==> config.mk <==
export PLATFORM = sky130hd
export DESIGN_NAME = motoro3_sine_step_seq
export DESIGN_NICKNAME = d
export VERILOG_FILES = /design/src/rtl/motoro3_sine_step_seq.sv
export SDC_FILE = /design/constraint.sdc
export NUM_CORES = 1
export LEC_CHECK = 0
export ABC_AREA = 1
export CORE_UTILIZATION = 49
export DETAILED_ROUTE_END_ITERATION = 10
export MAX_ROUTING_LAYER = met4
export PLACE_DENSITY = 0.73
export SETUP_SLACK_MARGIN = 0.02
export SYNTH_ARGS = -nofsm -noshare
export SYNTH_HDL_FRONTEND = slang
export SYNTH_SLANG_ARGS = --single-unit
export TNS_END_PERCENT = 20
==> constraint.sdc <==
create_clock -name clk -period 2.4 [get_ports clk]
set_input_delay 0.6 -clock clk [delete_from_list [all_inputs] [get_ports clk]]
set_output_delay 0.6 -clock clk [all_outputs]
set_load 0.03 [all_outputs]
==> run_1/zoom.png <==
Window x 42 to 67, y 42 to 67 um. Cells in grey, sequential cells in the stronger grey; small squares are vias.
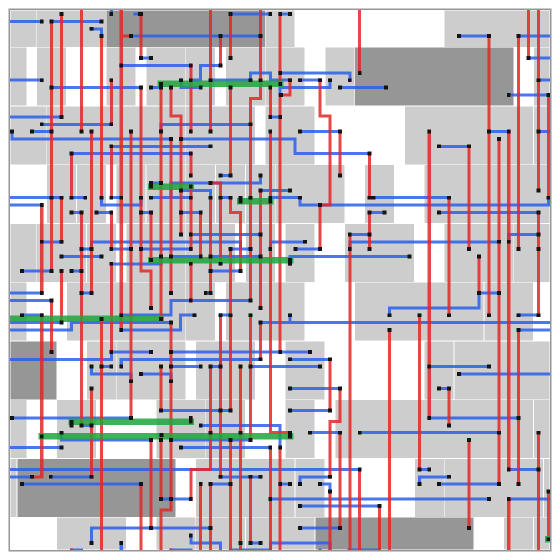
| colour | layer |
|---|---|
| red | met2 |
| green | met3 |
| blue | met1 |
cells with their middle in the window: 65
sequential cells in the window: 4
most frequent: nor2_1 (10), inv_2 (5), nand2_1 (5)

==> run_1/gate_families.png <==
Drawn at 4 px/um.
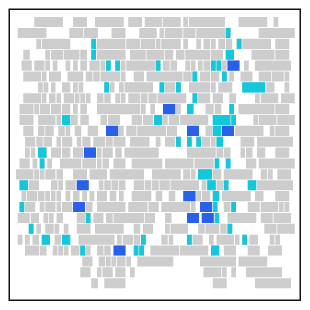
| colour | family | cells |
|---|---|---|
| blue | XOR/XNOR gates | 13 |
| cyan | NOR gates | 54 |
most numerous logic cell after layout: nand2_1
Non-Filler Instances: 500
combinational share of cell area: 52.8%

==> run_1/registers.png <==
Drawn at 6 px/um. Other sequential cells in the stronger grey, the rest of the logic in the fainter grey.
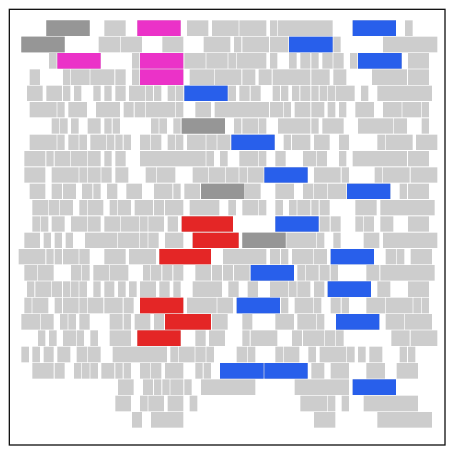
| colour | netlist name | sequential cells |
|---|---|---|
| magenta | scStep | 4 |
| red | pos_q | 6 |
| blue | cnt_q | 16 |
Seq area share: 17.8%
FF/Latch Area: 631 um2
seq pwr: 0.000515 W
Final Util: 74.5%

==> impl_metrics.toml, run 1 <==
# synthesis and place-and-route metrics
[final_timing]
period_needed_ps = 2340
fin_crit_sh_pct = 97.3
fin_hold_ws_ps = 512
setup_violations = 0
max_slew.worst_pin.slew_ps = 510

[place]
hpwl_um = 4620

[final_layout]
final_nets = 478
num-fill-cells = 398
fin_area_mm2 = 0.00354

[logic_synthesis]
edf_count = 0
ys_area_mm2 = 0.00243
synthAoiAreaFrac_pct = 16.3

[route]
first_iter_violations = 122
dr_total_vias = 2586
remaining_drc_errors = 0
topRoutingLayerUsed = "met4"

[die]
taps = 67

[global_route]
grt-ovfl-total = 0
grt_pass1_vias = 2335

[pwr]
pg_clk_w = 0.000538

[clocking]
htreeDepth = 2
clkTransAtPathRegs_ps = 70
cts_hold_buf = 0
cts_sinks = 31

[worst_setup_path]
start_kind = "input pin"
required_ps = 2610

[outcome]
status = "finished, final reports clean"

[worst_hold_path]
worstHoldPathCells = 2
==> run_1/met1.png <==
Drawn at 4 px/um.
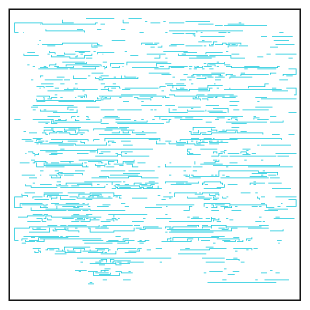

==> run 1 -> run 2 <==
--- a/config.mk
+++ b/config.mk
@@ -6,6 +6,7 @@
 export NUM_CORES = 1
 export LEC_CHECK = 0
 export ABC_AREA = 1
+export CORE_MARGIN = 3
 export CORE_UTILIZATION = 49
 export DETAILED_ROUTE_END_ITERATION = 10
 export MAX_ROUTING_LAYER = met4
==> run_2/met1.png <==
Drawn at 4 px/um.
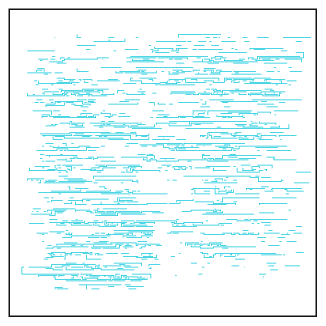
nets with wire on the layer: 431
wire length on this layer: 2790 um
longest straight run: 25.8 um
wirelength, routed: 6310 um
GR Util met1: 24.7%
Vias: 2523

==> impl_metrics.toml, run 2 <==
# synthesis and place-and-route metrics
[logic_synthesis]
common_cells = "nand2_1 (65), inv_1 (48), nor2_1 (40)"
yosys.area.top_type_share_pct = 25.6
synthAoiAreaFrac_pct = 16.3
mux_share_pct = 0.412

[final_layout]
regArea_um2 = 633
mostFrequentLayoutCells = "nand2_1 (58), inv_1 (46), nor2_1 (37)"
num-fill-cells = 384
sh_comb_area_pct = 53.0
final_nets = 471
final_common_cell = "nand2_1"
fin_area_mm2 = 0.00338
final_cells = 491
fin_util_pct = 74.1
sh_seq_area_pct = 18.7

[clocking]
htreeDepth = 2
cts_sinks = 31
clkTransAtPathRegs_ps = 70
cts_hold_buf = 0
clk-insertion-delay-late_ps = 290

[pwr]
pg_clk_w = 0.000537
p_seq_w = 0.000514
p_clk_share_pct = 43.8
maxPowerGroup = "the clock network"
power.leakage_nw = 1.52

[route]
first_iter_violations = 135
remaining_drc_errors = 0
topRoutingLayerUsed = "met4"

[die]
fp-row-count = 24
taps = 65
dieArea_mm2 = 0.00583

[place]
hpwl_um = 4650

[worst_hold_path]
worstHoldPathCells = 2

[final_timing]
fin_crit_sh_pct = 97.8
fin_hold_ws_ps = 498
slew_headroom_pct = 65.1
max_slew.worst_pin.slew_ps = 524
final.setup_skew_ps = 12.2
period_needed_ps = 2350
setup_violations = 0

[worst_setup_path]
required_ps = 2600
crit_arrival_ps = 2550
start_kind = "input pin"

[global_route]
grt-ovfl-total = 0
grt_pass1_vias = 2255
grt_pass1_wl_um = 9830

[outcome]
status = "finished, final reports clean"
==> run 2 -> run 3 <==
--- a/config.mk
+++ b/config.mk
@@ -6,6 +6,7 @@
 export NUM_CORES = 1
 export LEC_CHECK = 0
 export ABC_AREA = 1
+export CAP_MARGIN = 25
 export CORE_MARGIN = 3
 export CORE_UTILIZATION = 49
 export DETAILED_ROUTE_END_ITERATION = 10
==> run_3/met1.png <==
Drawn at 4 px/um.
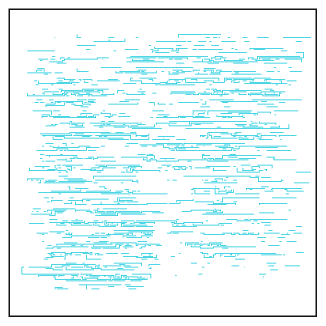
share of all routed wire: 44%
main direction: horizontal
longest straight run: 25.8 um
wire length on this layer: 2790 um

==> impl_metrics.toml, run 3 <==
# synthesis and place-and-route metrics
[final_layout]
num-fill-cells = 384
final_cells = 491
regArea_um2 = 633
fin_area_mm2 = 0.00338
sh_seq_area_pct = 18.7
final_common_cell = "nand2_1"
sh_comb_area_pct = 53.0
final_nets = 471

[pwr]
p_clk_share_pct = 43.8
pg_clk_w = 0.000537
power.leakage_nw = 1.52
p_seq_w = 0.000514

[place]
hpwl_um = 4650

[final_timing]
final.setup_skew_ps = 12.2
slew_headroom_pct = 65.1
fin_crit_sh_pct = 97.8
fin_hold_ws_ps = 498
period_needed_ps = 2350

[route]
remaining_drc_errors = 0
dr_total_vias = 2523
topRoutingLayerUsed = "met4"
first_iter_violations = 135

[logic_synthesis]
yosys.area.top_type_share_pct = 25.6
common_cells = "nand2_1 (65), inv_1 (48), nor2_1 (40)"

[global_route]
grt-ovfl-total = 0
grt_pass1_wl_um = 9830

[outcome]
status = "finished, final reports clean"

[clocking]
htreeDepth = 2
clkTransAtPathRegs_ps = 70
clk-insertion-delay-late_ps = 290
cts_hold_buf = 0

[worst_setup_path]
cpPeakStageDelay_ps = 450
crit_arrival_ps = 2550
required_ps = 2600

[worst_hold_path]
worstHoldPathCells = 2

[die]
fp-row-count = 24
No activity file was given, so power comes from the tool's default toggle rates.
